==> config.mk <==
export PLATFORM = sky130hd
export DESIGN_NAME = up_down_counter_p
export DESIGN_NICKNAME = d
export VERILOG_FILES = /design/src/rtl/up_down_counter_p.sv
export SDC_FILE = /design/constraint.sdc
export NUM_CORES = 1
export LEC_CHECK = 0
export CAP_MARGIN = 5
export CORE_MARGIN = 2
export CORE_UTILIZATION = 40
export CTS_CLUSTER_SIZE = 40
export DETAILED_ROUTE_END_ITERATION = 8
export HOLD_SLACK_MARGIN = 0.05
export PLACE_DENSITY = 0.78
export SETUP_SLACK_MARGIN = 0.1
export SLEW_MARGIN = 20
export SYNTH_ARGS = -nofsm -noshare
export SYNTH_HDL_FRONTEND = slang
export SYNTH_SLANG_ARGS = --single-unit
==> constraint.sdc <==
create_clock -name clk -period 3.4 [get_ports clk]
set_input_delay 0.34 -clock clk [delete_from_list [all_inputs] [get_ports clk]]
set_output_delay 0.34 -clock clk [all_outputs]
set_load 0.005 [all_outputs]
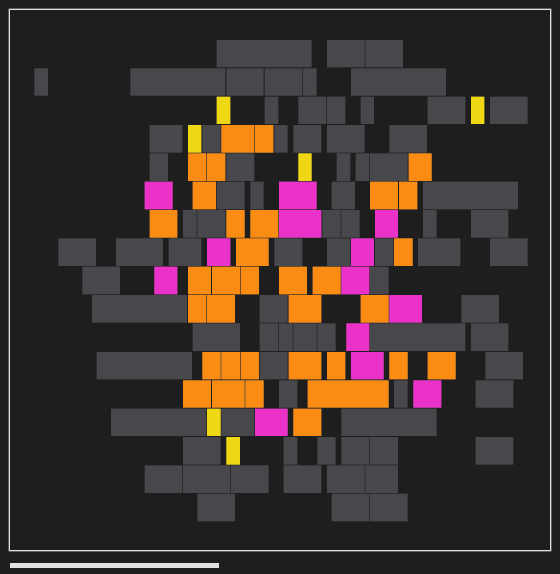
*Selected gate families, run 1*
Bar = 20 um.
Orange shows inverting AOI/OAI gates, cells 34, most used o21ai_0. Yellow shows inverters, cells 6, most used inv_1. Magenta shows AND and OR gates, cells 13, most used and2_1.
post-route non-filler standard cell count: 161
most frequent standard cell in the layout excluding fill and tap cells: sky130_fd_sc_hd__clkdlybuf4s50_1
multi-input gate share of total cell area: 52.7%

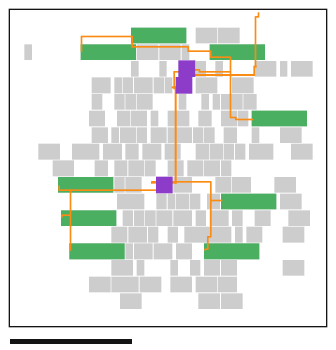
*Clock distribution, run 1*
Bar = 20 um.
Orange shows clock wires, length 152 um. Purple shows cells driving clock nets, count 3. Green shows flip-flops, count 9.
There are 4 routed clock nets.
power drawn by the clock network: 0.0000875 W
proportion of power drawn by the clock network: 19.7%
final setup skew: 2.04 ps

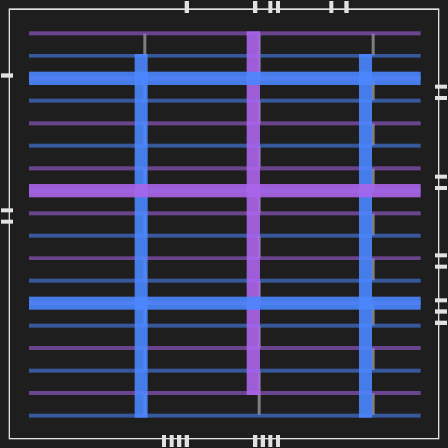
*Floorplan with the power grid, run 1*
Pins as bars on the die edge. Tap cells in gray.
Blue shows VSS. Purple shows VDD.
28 tap cells. 3 straps on met4.
worst vdd rail ir drop: 0.182 mV
vertical die size: 51.8 um
core footprint: 0.00219 sq mm
die width: 51.8 um

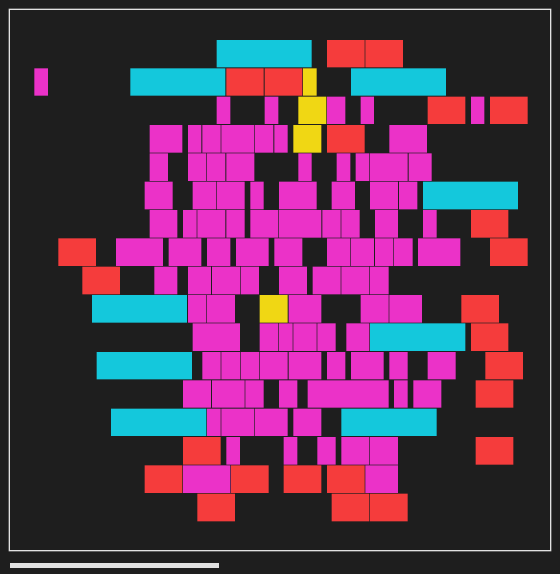
*Cells colored by class, run 1*
Bar = 20 um.
Red shows other buffers and delay cells, cells 24, share of their area 21%. Yellow shows clock drivers and dummy loads, cells 4, share of their area 2.3%. Cyan shows flip-flops, cells 9, share of their area 20%. Magenta shows all other logic, cells 96, share of their area 56%.
sequential portion of the cell area: 19.4%
final non-filler cell area: 0.00116 sq mm

==> impl.org, run 1 <==
* Implementation run

** Placed design
- Placed cell count :: between 150 and 200
- The HPWL after detailed placement is between 1.5 and 2 mm.
- Area of placed instances :: between 0.001 and 0.0015 sq mm
- Setup slack on the worst path after placement came out at 1220 ps.
- Weighted congestion reported at the end of routability-driven placement :: about 0.9

** Final layout
- Per the final layout report, the fraction of cells sized above drive strength 1 comes to ~6.0%.
- Max reg flops :: 8
- Total number of nets in the final design :: 151
- The most common logic cells in the final layout are sky130_fd_sc_hd__clkdlybuf4s50_1, sky130_fd_sc_hd__dfrtp_1, sky130_fd_sc_hd__o21ai_0.

** Global routing
- The first global-routing pass estimated 3.98 mm of wire.
- Total global-route track usage over all layers is 19.7%.
- GRT overflow :: 0
- Number of antenna violations at the first check in global routing :: 0

** Power
- Post-route total power :: between 0.0004 and 0.0005 W

** Worst setup path
- Delay of the slowest cell on the worst path :: approximately 500 ps
- Ordered list of cells on the worst path :: inv_1 -> ha_1 -> or3b_1 -> nor2_1 -> clkdlybuf4s50_1
- Register-to-register path setup slack :: between 1000 and 1500 ps
- Crit path arrival time :: ~2100 ps
- Cell with the largest stage delay on the worst path :: sky130_fd_sc_hd__clkdlybuf4s50_1
- Number of buffers and inverters on the critical path :: 2
- The worst register-to-register path depth is 6.

** Drt
- Number of routed nets with antenna violations :: 0
- After detailed routing, the number of remaining DRC violations is 0.
- The post-route report lists met1 wire length as 1.00 mm.
- The routed design uses ~1.2 mm of met2 wire.
- The routed design shows a wire length per standard cell of roughly 15 um.
- Total Wirelength :: 2.44 mm

** Min path
- The min-delay analysis places its worst path in the category in -> async.

** Synth
- Largest non-sequential cell family by area :: AND-OR/OR-AND gates
- The synthesis report gives the async set-or-reset register share as 100%.
- Post-synthesis xor/xnor area fraction :: under 10%
- Cell count after synthesis :: 116
- Count of flip-flops with a built-in enable after synthesis :: 0
- Post-Syn Area :: 913 sq um
- The main area contributors are sky130_fd_sc_hd__dfrtp_1, sky130_fd_sc_hd__o21ai_0, sky130_fd_sc_hd__ha_1.
- Post-synthesis share of cell area spent on full adders, half adders and majority gates :: 4.11%
- For this run, the chip area from Yosys synthesis comes to slightly above 900 sq um.
- The synthesized netlist contains between 40 and 50 unique library cells.
- Fraction of synthesized cell area taken by the top area cell type :: 24.7%
- Counting the warning lines in the Yosys log gives 0.

** Flow run
- The tool warning count for the run is 28.

** Floorplan
- IO Count :: 26
- Count of standard-cell rows :: 17
- The floorplan step records an initial core utilization of about two fifths.

** Final timing
- Hold timing on the final database bottoms out at a slack of about 340 ps.
- Final-layout setup total negative slack :: 0 ps
- Minimum clock period after layout :: ~2400 ps
- Max-slew headroom :: about 58%

** CTS
- Once the clock tree was built, the resizer swapped 0 gates to a different size.
- Setup fix buffers added after clock tree synthesis :: 0
- TritonCTS built the clock tree.
- The later pin in the worst-skew pair is clocked with a latency of roughly 260 ps.
- CTS added clock buffers totalling 3.
- In this run, post-CTS hold repair placed 0 buffers.

** Status
- Status :: finished, final reports clean
## run 1: cell usage after synthesis, types with 3 or more instances
cell and n:
sky130_fd_sc_hd__clkbuf_1 9, sky130_fd_sc_hd__nand2_1 5, sky130_fd_sc_hd__ha_1 3, sky130_fd_sc_hd__a21oi_1 5
sky130_fd_sc_hd__a22oi_1 4, sky130_fd_sc_hd__nand3_1 4, sky130_fd_sc_hd__nand3b_1 3, sky130_fd_sc_hd__and2_1 3
sky130_fd_sc_hd__nor3_1 7, sky130_fd_sc_hd__dfrtp_1 9, sky130_fd_sc_hd__o21ai_0 8, sky130_fd_sc_hd__nor2_1 6
sky130_fd_sc_hd__a211oi_1 3, sky130_fd_sc_hd__inv_1 6, sky130_fd_sc_hd__a21o_1 3
## run 1: report_power, final
| part | internal, W | switching [W] | leakage [nW] |
|---|---|---|---|
| Sequential | 0.000124 | 0.0000472 | 0.111 |
| Combinational | 0.0000991 | 0.0000869 | 0.338 |
| Clock | 0.0000454 | 0.0000422 | 0.0150 |
## run 1: layout make-up
type	count	area [sq um]	area share, %
clock buffers	4	26.3	2.26
multi-input cells	90	613	52.7
repair buffers	24	240	20.7
flip-flops and latches	9	225	19.4
well taps	28	35.0	3.01
inverters	6	22.5	1.94
## run 1: metal layers
metal	up-vias	global-route usage (%)
met5	-	0
met4	0	10.1
met3	7	3.45
met2	63	33.1
met1	466	23.9
li1	475	-
## run 1: kinds of logic (layout without fill, tap and decap cells)
group,count (synthesis),after routing
AND/OR/NAND/NOR,43,43
AND-OR/OR-AND,39,39
buffers and inverters,17,34
flip-flops,9,9
XOR/XNOR,4,4
adder cells (fa/ha/maj),3,3
other,1,1
--- run 2 (diff from run 1) ---
--- a/config.mk
+++ b/config.mk
@@ -11,7 +11,7 @@
 export CTS_CLUSTER_SIZE = 40
 export DETAILED_ROUTE_END_ITERATION = 8
 export HOLD_SLACK_MARGIN = 0.05
-export PLACE_DENSITY = 0.78
+export PLACE_DENSITY = 0.81
 export SETUP_SLACK_MARGIN = 0.1
 export SLEW_MARGIN = 20
 export SYNTH_ARGS = -nofsm -noshare
==> constraint.sdc (replaced) <==
create_clock -name clk -period 2 [get_ports clk]
set_input_delay 0.2 -clock clk [delete_from_list [all_inputs] [get_ports clk]]
set_output_delay 0.2 -clock clk [all_outputs]
set_load 0.005 [all_outputs]
==> run 2 against run 1 <==
Against the previous run:
- synthesized cell count did not move
- global-route usage rose by 3.9 points
- combinational power rose by 140%
- sequential share of layout area fell by 1.9 points
- sequential cell count did not move
- utilization rose by 5.8 points
- sequential power rose by about 40%
- largest cell class unchanged
- first-iteration DRC count rose by 13%
- critical path type is now reg -> reg
- non-clock buffer count rose by 13
- area after synthesis did not move
==> impl.org, run 2 <==
* Implementation run

** CTS
- Setup fix buffers added after clock tree synthesis :: 1
- CTS tree :: built
- Worst skew pair latency :: 270 ps
- After clock tree synthesis, the flow added hold-fix buffers numbering 0.
- Number of clock buffers inserted by TritonCTS :: 3
- Once the clock tree was built, the resizer swapped 7 gates to a different size.

** Synth
- The netlist uses 45 different library cells.
- Ranked by instance count, the synthesized netlist is headed by sky130_fd_sc_hd__clkbuf_1, sky130_fd_sc_hd__dfrtp_1, sky130_fd_sc_hd__o21ai_0.
- Yosys mapped a number of flops with a built-in enable equal to 0.
- FFs w/ async S/R, synth :: 100%
- Area figure in the yosys stat output :: around 910 sq um
- Post-Syn Area :: 913 sq um
- In the post-synthesis netlist, the biggest area contributors are sky130_fd_sc_hd__dfrtp_1, sky130_fd_sc_hd__o21ai_0, sky130_fd_sc_hd__ha_1.
- Cell count after synthesis :: ~120

** Final timing
- Minimum clock period after layout :: roughly 1800 ps
- Final setup skew :: between 6 and 7 ps
- Final-layout setup total negative slack :: 0 ps

** Flow run
- OpenROAD warning count :: 28

** Worst setup path
- Crit path arrival time :: between 2000 and 2500 ps
- The signal on the critical path passes through buf_4 -> buf_4 -> ha_4 -> and3_2 -> and4_1 -> or4_1 -> o21ai_1.
- Among all stages on the critical path, the maximum delay recorded is 390 ps.
- Among all stages on the critical path, the largest delay is contributed by sky130_fd_sc_hd__dfrtp_1.

** Drt
- Wires add up to between 2 and 3 mm.
- DRC Markers :: 0
- Post-DR wirelength/cell :: around 16 um
- The count of nets left with antenna violations once routing finished came out at 0.

** Floorplan
- The region available for standard cell placement spans 0.00219 sq mm.
- Die width :: ~52 um
- Vertical die size :: roughly 52 um
- The initial utilization of the core area, before any placement, comes to 41.7%.

** Final layout
- Share of final-layout standard cells stronger than drive strength 1 :: about a fifth
- Max reg flops :: 8
- Top Layout Cells :: sky130_fd_sc_hd__clkdlybuf4s50_1, sky130_fd_sc_hd__buf_4, sky130_fd_sc_hd__dfrtp_1
- Final non-filler cell area :: about 0.0013 sq mm
- The library cell used most frequently in the layout, excluding fill and tap cells, is sky130_fd_sc_hd__clkdlybuf4s50_1.
- Total number of nets in the final design :: 164

** Global routing
- After global routing the overflow that remains totals 0.
- Global-route wire length before repair :: around 4.8 mm
- Overall fraction of global-route tracks in use :: a little under a quarter

** Placed design
- Area of placed instances :: roughly 0.0012 sq mm
- Once placement completed, the tool counted placed cells totaling around 170.

** Status
- The run finished with clean final reports.

** Power
- The highest supply drop recorded on VDD is just under 0.4 mV.

** Min path
- The type recorded for the worst min-delay path is in -> async.
## run 2: worst reg2reg max path, stage by stage, from the launching register on
cell,delay (ps)
sky130_fd_sc_hd__dfrtp_1,390
sky130_fd_sc_hd__buf_4,130
sky130_fd_sc_hd__buf_4,150
sky130_fd_sc_hd__ha_4,180
sky130_fd_sc_hd__and3_2,210
sky130_fd_sc_hd__and4_1,180
sky130_fd_sc_hd__or4_1,390
sky130_fd_sc_hd__o21ai_1,130
## run 2: per-stage QoR
step / power [W] / hold slack [ps] / utilization (%) / setup slack, ps
global route: 0.000897 / 237 / 58.9 / 110
global placement: 0.000647 / 500 / 56.0 / 132
CTS: 0.000824 / 219 / 58.1 / 122
floorplan: 0.000481 / 27.9 / - / 247
finish: 0.000840 / 200 / 58.9 / 162
detailed placement: 0.000660 / 504 / 56.0 / 113
## run 2: area by class of cell
class	count	area [sq um]
multi-input combinational	90	646
sequential	9	225
tap	28	35.0
timing repair buffer	37	335
fill	194	901
clock buffer	4	26.3
inverter	6	22.5
## run 2: cells by family after synthesis
family	share of synthesized area, %
buffers and inverters	8.22
xor gates and xnor gates	3.84
and+or+nand+nor	28.1
other	0.411
AOI/OAI and AO/OA	30.7
adders and majority gates	4.11
DFF	24.7
## run 2: power by group
group / leakage [nW] / total, W / switching [W] / internal, W
sequential: 0.111 / 0.000240 / 0.0000280 / 0.000212
clock: 0.0150 / 0.000152 / 0.0000745 / 0.0000774
combinational: 0.414 / 0.000448 / 0.000229 / 0.000218
## run 2: layer usage
metal,part of all wire (%),track usage [%],wire (um)
met4,1.6,7.46,46
met1,40,30.2,1130
met3,9.7,4.89,274
met5,0,0,0
met2,48,39.5,1360
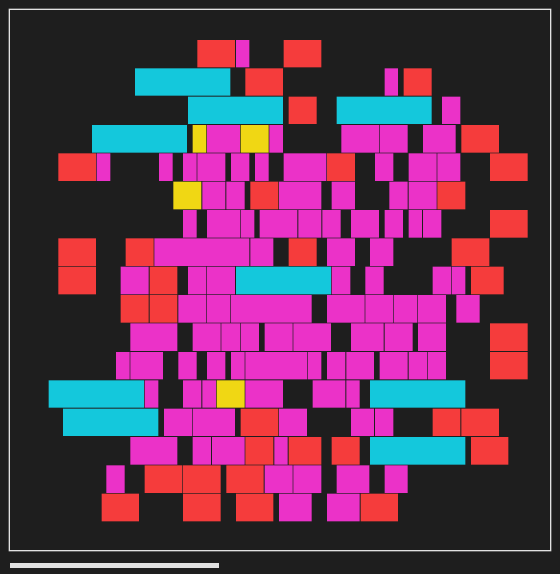
*Cells colored by class, run 2*
Bar = 20 um.
sequential portion of the cell area: 17.5%
count of standard-cell rows: 17
final standard cell utilization of the core: 58.9%

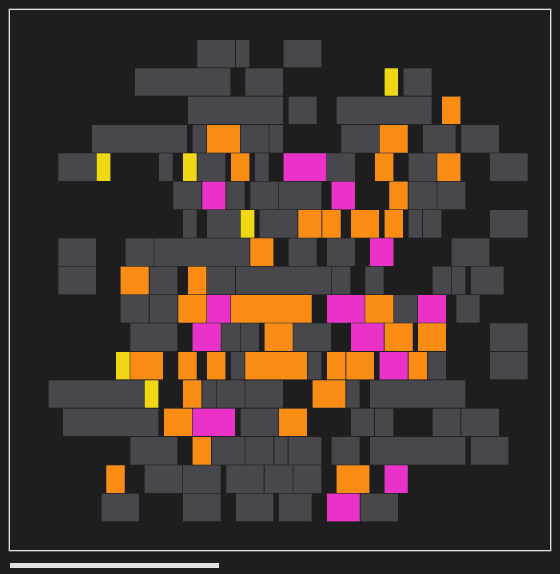
*Selected gate families, run 2*
Bar = 20 um.
Orange shows inverting AOI/OAI gates, cells 34, most used o21ai_0. Magenta shows AND and OR gates, cells 13, most used and2_1. Yellow shows inverters, cells 6, most used inv_1.
multi-input gate share of total cell area: 50.0%
post-route non-filler standard cell count: 174

Power figures rest on the tool's default switching activity, not on a simulated workload.
